==> config.mk <==
export PLATFORM = sky130hd
export DESIGN_NAME = four_bit_seq_divider
export DESIGN_NICKNAME = d
export VERILOG_FILES = /design/src/rtl/four_bit_div_pkg.sv /design/src/rtl/four_bit_seq_divider_key_edge_sync.sv /design/src/rtl/four_bit_seq_divider.sv
export SDC_FILE = /design/constraint.sdc
export NUM_CORES = 1
export LEC_CHECK = 0
export CAP_MARGIN = 20
export CORE_MARGIN = 5
export CORE_UTILIZATION = 40
export DETAILED_ROUTE_END_ITERATION = 12
export PLACE_DENSITY_LB_ADDON = 0.15
export SETUP_SLACK_MARGIN = 0.2
export SLEW_MARGIN = 20
export SYNTH_ARGS = -nofsm -noshare
export SYNTH_HDL_FRONTEND = slang
export SYNTH_SLANG_ARGS = --single-unit
==> constraint.sdc <==
create_clock -name CLOCK_50 -period 3.01 [get_ports CLOCK_50]
set_input_delay 0.602 -clock CLOCK_50 [delete_from_list [all_inputs] [get_ports CLOCK_50]]
set_output_delay 0.602 -clock CLOCK_50 [all_outputs]
set_load 0.02 [all_outputs]
==> src/rtl/four_bit_div_pkg.sv <==
// Shared types and constants for the sequential 4-bit restoring divider.
package four_bit_div_pkg;

   localparam int unsigned W          = 4;
   localparam int unsigned CNT_W      = $clog2(W);
   localparam int unsigned MAG_W      = W + 1;

   localparam int unsigned SW_MODE    = 0;
   localparam int unsigned SW_B_LSB   = 1;
   localparam int unsigned SW_A_LSB   = 1 + W;

   localparam int unsigned LEDG_Q_LSB = 0;
   localparam int unsigned LEDG_R_LSB = W;
   localparam int unsigned LEDG_DONE  = 2 * W;
   localparam int unsigned LEDG_W     = 2 * W + 1;

   localparam int unsigned LEDR_OVF   = 0;
   localparam int unsigned LEDR_DZ    = 1;

   typedef enum logic [1:0] {
      IDLE,
      CALC,
      FIX,
      DONE
   } state_e;

   // Magnitude at W+1 bits so that |-2^(W-1)| is representable.
   function automatic logic [MAG_W-1:0] to_mag(input logic [W-1:0] v, input logic is_signed);
      logic [MAG_W-1:0] ext;
      ext = {is_signed & v[W-1], v};
      return (is_signed & v[W-1]) ? (MAG_W'(0) - ext) : ext;
   endfunction

endpackage

==> src/rtl/four_bit_seq_divider_key_edge_sync.sv <==
// Push-button synchronizer with a falling-edge (press) detector.
module key_edge_sync #(
   parameter int unsigned SYNC_STAGES = 2
) (
   input  logic clk,
   input  logic rst_n,
   input  logic key_n,
   output logic fall_c
);

   logic [SYNC_STAGES-1:0] sync_q, sync_d;
   logic                   hist_q, hist_d;

   always_comb begin
      sync_d = {sync_q[SYNC_STAGES-2:0], key_n};
      hist_d = sync_q[SYNC_STAGES-1];
   end

   // Reset to the released level so no spurious press follows reset.
   always_ff @(posedge clk or negedge rst_n) begin
      if (!rst_n) begin
         sync_q <= '1;
         hist_q <= 1'b1;
      end else begin
         sync_q <= sync_d;
         hist_q <= hist_d;
      end
   end

   assign fall_c = hist_q & ~sync_q[SYNC_STAGES-1];

endmodule

==> src/rtl/four_bit_seq_divider.sv <==
// Sequential 4-bit restoring divider: SW operands in, quotient/remainder/flags on LEDs.
module four_bit_seq_divider
   import four_bit_div_pkg::*;
#(
   parameter int unsigned SYNC_STAGES = 2
) (
   input  logic        CLOCK_50,
   input  logic [1:0]  KEY,
   input  logic [8:0]  SW,
   output logic [8:0]  LEDG,
   output logic [1:0]  LEDR
);

   logic rst_n;
   logic start_c;

   assign rst_n = KEY[0];

   key_edge_sync #(
      .SYNC_STAGES (SYNC_STAGES)
   ) u_key_sync (
      .clk    (CLOCK_50),
      .rst_n  (rst_n),
      .key_n  (KEY[1]),
      .fall_c (start_c)
   );

   state_e              state_q,  state_d;
   logic [CNT_W-1:0]    count_q,  count_d;
   logic [W-1:0]        a_raw_q,  a_raw_d;
   logic [W-1:0]        dvd_q,    dvd_d;
   logic [W-1:0]        q_mag_q,  q_mag_d;
   logic [MAG_W-1:0]    b_mag_q,  b_mag_d;
   logic [MAG_W-1:0]    p_q,      p_d;
   logic                mode_q,   mode_d;
   logic                qsign_q,  qsign_d;
   logic                rsign_q,  rsign_d;
   logic [LEDG_W-1:0]   ledg_q,   ledg_d;
   logic [1:0]          ledr_q,   ledr_d;

   logic [W-1:0]        a_in, b_in;
   logic                mode_in;
   logic [MAG_W-1:0]    a_mag_in;
   logic [MAG_W:0]      p_shift, trial;
   logic [W-1:0]        q_signed, r_signed;
   logic                ovf;

   always_comb begin
      state_d  = state_q;
      count_d  = count_q;
      a_raw_d  = a_raw_q;
      dvd_d    = dvd_q;
      q_mag_d  = q_mag_q;
      b_mag_d  = b_mag_q;
      p_d      = p_q;
      mode_d   = mode_q;
      qsign_d  = qsign_q;
      rsign_d  = rsign_q;
      ledg_d   = ledg_q;
      ledr_d   = ledr_q;

      a_in     = SW[SW_A_LSB +: W];
      b_in     = SW[SW_B_LSB +: W];
      mode_in  = SW[SW_MODE];
      a_mag_in = to_mag(a_in, mode_in);

      // Trial subtraction; the extra top bit is the borrow.
      p_shift  = {p_q, dvd_q[W-1]};
      trial    = p_shift - (MAG_W+1)'(b_mag_q);

      q_signed = qsign_q ? (W'(0) - q_mag_q) : q_mag_q;
      r_signed = rsign_q ? (W'(0) - p_q[W-1:0]) : p_q[W-1:0];
      ovf      = mode_q & ~qsign_q & q_mag_q[W-1];

      case (state_q)
         IDLE, DONE: begin
            if (start_c) begin
               a_raw_d           = a_in;
               b_mag_d           = to_mag(b_in, mode_in);
               mode_d            = mode_in;
               qsign_d           = mode_in & (a_in[W-1] ^ b_in[W-1]);
               rsign_d           = mode_in & a_in[W-1];
               dvd_d             = a_mag_in[W-1:0];
               p_d               = MAG_W'(a_mag_in[W]);
               q_mag_d           = '0;
               count_d           = CNT_W'(W - 1);
               ledg_d[LEDG_DONE] = 1'b0;
               ledr_d            = '0;
               state_d           = (b_in == '0) ? FIX : CALC;
            end
         end
         CALC: begin
            dvd_d = {dvd_q[W-2:0], 1'b0};
            if (!trial[MAG_W]) begin
               p_d     = trial[MAG_W-1:0];
               q_mag_d = {q_mag_q[W-2:0], 1'b1};
            end else begin
               p_d     = p_shift[MAG_W-1:0];
               q_mag_d = {q_mag_q[W-2:0], 1'b0};
            end
            if (count_q == '0) begin
               state_d = FIX;
            end else begin
               count_d = count_q - CNT_W'(1);
            end
         end
         FIX: begin
            ledg_d[LEDG_DONE] = 1'b1;
            ledr_d            = '0;
            if (b_mag_q == '0) begin
               ledg_d[LEDG_Q_LSB +: W] = '1;
               ledg_d[LEDG_R_LSB +: W] = a_raw_q;
               ledr_d[LEDR_DZ]         = 1'b1;
            end else if (ovf) begin
               ledg_d[LEDG_Q_LSB +: W] = q_mag_q;
               ledg_d[LEDG_R_LSB +: W] = '0;
               ledr_d[LEDR_OVF]        = 1'b1;
            end else begin
               ledg_d[LEDG_Q_LSB +: W] = q_signed;
               ledg_d[LEDG_R_LSB +: W] = r_signed;
            end
            state_d = DONE;
         end
         default: state_d = IDLE;
      endcase
   end

   always_ff @(posedge CLOCK_50 or negedge rst_n) begin
      if (!rst_n) begin
         state_q <= IDLE;
         count_q <= '0;
         a_raw_q <= '0;
         dvd_q   <= '0;
         q_mag_q <= '0;
         b_mag_q <= '0;
         p_q     <= '0;
         mode_q  <= 1'b0;
         qsign_q <= 1'b0;
         rsign_q <= 1'b0;
         ledg_q  <= '0;
         ledr_q  <= '0;
      end else begin
         state_q <= state_d;
         count_q <= count_d;
         a_raw_q <= a_raw_d;
         dvd_q   <= dvd_d;
         q_mag_q <= q_mag_d;
         b_mag_q <= b_mag_d;
         p_q     <= p_d;
         mode_q  <= mode_d;
         qsign_q <= qsign_d;
         rsign_q <= rsign_d;
         ledg_q  <= ledg_d;
         ledr_q  <= ledr_d;
      end
   end

   assign LEDG = ledg_q;
   assign LEDR = ledr_q;

endmodule

floorplan.png
Bar = 20 µm. Pins as bars on the die edge. Tap cells in grey.
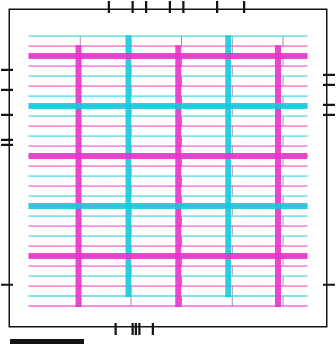
colour	net
magenta	VSS
cyan	VDD
met4 straps	5
tap cells	72

class_map.png
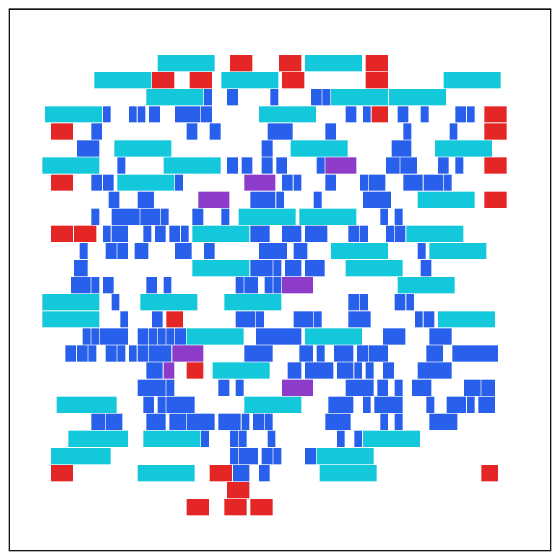
colour	class	cells	share of their area
red	remaining buffers and delay cells	25	9.3%
purple	clock drivers and dummy loads	7	3.4%
blue	remaining logic cells	194	46%
cyan	registers	43	42%
Core Area: 5570 µm²
Design Area, Final: 2680 µm²

clock_wires.png
Bar = 20 µm.
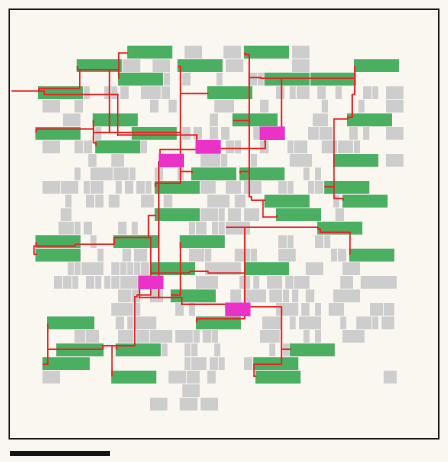
[magenta] clock-net drivers | count: 5
[red] clock wires | length: 569 µm
[green] flip-flops | count: 43
flops lie	widely spread

layers.png
Bar = 20 µm. Two of the layers only.
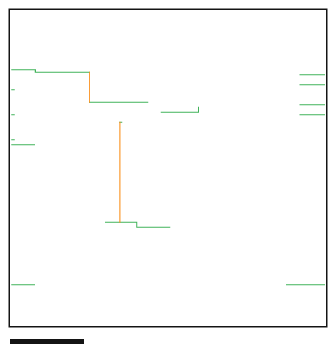
colour	layer	wire length
green	M3	120 µm
orange	M4	35.4 µm

==> CHANGELOG.md <==
### Changed

* Outcome: complete, no violations
* Hold Vio Cnt, Final at 0
* DP HPWL at about 3.4 mm
* Vias per cell at slightly above 5
* Hold-fix buffers, CTS at 0
* Crit path launch type: flop
* Clock skew at between 0.005 and 0.006 ns
* Power density over the cells at 1120 nW/µm²
* Ys cells at 247
* CP Launch Point: state_q[0]
* Synth cell count leaders: 40 x dfrtp_1, 30 x nand2_1, 24 x nor2_1
* Row cnt at 27
* I/O pin cnt at 23
* Die area at 7390 µm²
* Area grow syn2layout at 16.2%
* Number of remaining DRC errors at 0
* TritonCTS Buffers at 5
* Routed Antenna Nets at 0
* First-pass GRT wire length at about 8.5 mm
* Crit path to: dvd_q[2]
* Critical R2R Capture: dvd_q[2]
* Period utilization at 67.4%
* Ant. Diodes at 0
* Tool Warnings at 27
* Post-Synthesis Net Count at around 270
* Max-slew headroom at 32.6%
* Comb area leader: AND-OR/OR-AND gates
* Post-Synth Adder-Cell Area at 7.37%
* Wire per inst at 13.6 µm
* CTS tree: built
* Crit-path max FO at 16
* Chip height at roughly 86 µm
* TNS Setup at 0 ns
* GR Overflow Total at 0
* Worst Path Class, Setup: reg2reg
* Worst-path clk slew at 0.08 ns
* RSZ-0062 raised after global routing: no
* Routed wire length at 4.63 mm
* Clk_lat worst skew at 0.29 ns
* Worst R2R Path Depth at 4
* Worst Hold Class: in2async
* Final min period at 2.03 ns
* Area leader, netlist: dfrtp_1
worst min-delay path by stage:
stage | start | end | slack (ns)
after CTS | u_key_sync.sync_q[0] | u_key_sync.sync_q[1] | 0.36
after detailed placement | u_key_sync.sync_q[0] | u_key_sync.sync_q[1] | 0.35
final | KEY[0] | b_mag_q[4] | 0.29
after floorplan | KEY[0] | LEDG[0] | 0.31
after global routing | KEY[0] | b_mag_q[4] | 0.33
after global placement | u_key_sync.sync_q[0] | u_key_sync.sync_q[1] | 0.35
registers in the layout, indices dropped and copies added (netlist names), 2 cells and up:
signal / count
LEDG: 9
b_mag_q: 5
p_q: 5
a_raw_q: 4
dvd_q: 4
q_mag_q: 4
LEDR: 2
count_q: 2
state_q: 2
u_key_sync.sync_q: 2
routing by layer:
metal  GRT usage [%]  share of wire [%]
met1            19.0                 50
met2            23.3                 47
met3            3.27                2.6
met4            3.02               0.76
met5               0                  0
power breakdown:
part	total, mW	switching, mW	internal [mW]
combinational	1.66	0.933	0.722
sequential	0.979	0.173	0.805
clock	0.376	0.195	0.180
per-stage QoR:
stage	hold slack, ns	total power [mW]	setup slack (ns)	instances	area (µm²)
2_1_floorplan	0.306	2.23	1.20	247	2310
3_3_place_gp	0.354	2.65	0.991	334	2590
3_5_place_dp	0.348	2.67	0.924	334	2590
4_1_cts	0.361	3.06	0.927	341	2680
5_1_grt	0.335	3.32	0.742	341	2680
6_report	0.289	3.01	0.982	341	2680
worst max-delay path, cell delays in order, from the launching register on:
cell and delay, ns:
dfrtp_1 0.38, inv_1 0.05, ha_1 0.40, o21ai_1 0.82, o21ai_0 0.22
final cells by class:
class	count	area [µm²]	area share [%]
Multi-Input combinational cell	173	1110	41.2
Sequential cell	43	1080	40.3
Timing Repair Buffer	25	240	8.96
Tap cell	72	90.1	3.36
Clock buffer	6	82.6	3.08
Inverter	21	78.8	2.94
Clock inverter	1	5.00	0.187
logic make-up after synthesis:
family	Yosys count
AND-OR/OR-AND	63
flip-flops	43
AND/OR/NAND/NOR	78
multiplexers	9
adder cells (fa/ha/maj)	13
buffers and inverters	31
XOR/XNOR	10
layout by cell type, fill, tap and decap left out, types with 2 or more instances in the layout:
| master | Yosys | routed |
|---|---|---|
| clkbuf_8 | 0 | 6 |
| mux2_2 | 3 | 3 |
| nand4_1 | 2 | 2 |
| o211ai_1 | 2 | 2 |
| ha_1 | 12 | 12 |
| xor2_1 | 4 | 4 |
| o21ai_1 | 8 | 8 |
| o311ai_1 | 2 | 2 |
| nor3_1 | 5 | 5 |
| o21ai_0 | 13 | 13 |
| inv_1 | 21 | 21 |
| a32o_1 | 2 | 2 |
| nand3b_1 | 2 | 2 |
| nand3_1 | 3 | 3 |
| o31ai_1 | 4 | 4 |
| nor3b_1 | 2 | 2 |
| nor2_1 | 24 | 24 |
| dfstp_2 | 3 | 3 |
| a21oi_1 | 23 | 23 |
| clkdlybuf4s50_1 | 0 | 21 |
| nand2_1 | 30 | 30 |
| xnor2_1 | 6 | 6 |
| a211oi_1 | 2 | 2 |
| dfrtp_1 | 40 | 40 |
| buf_4 | 1 | 4 |
| nand2b_1 | 4 | 4 |
| mux2i_1 | 6 | 6 |
Power figures rest on the tool's default switching activity, not on a simulated workload.
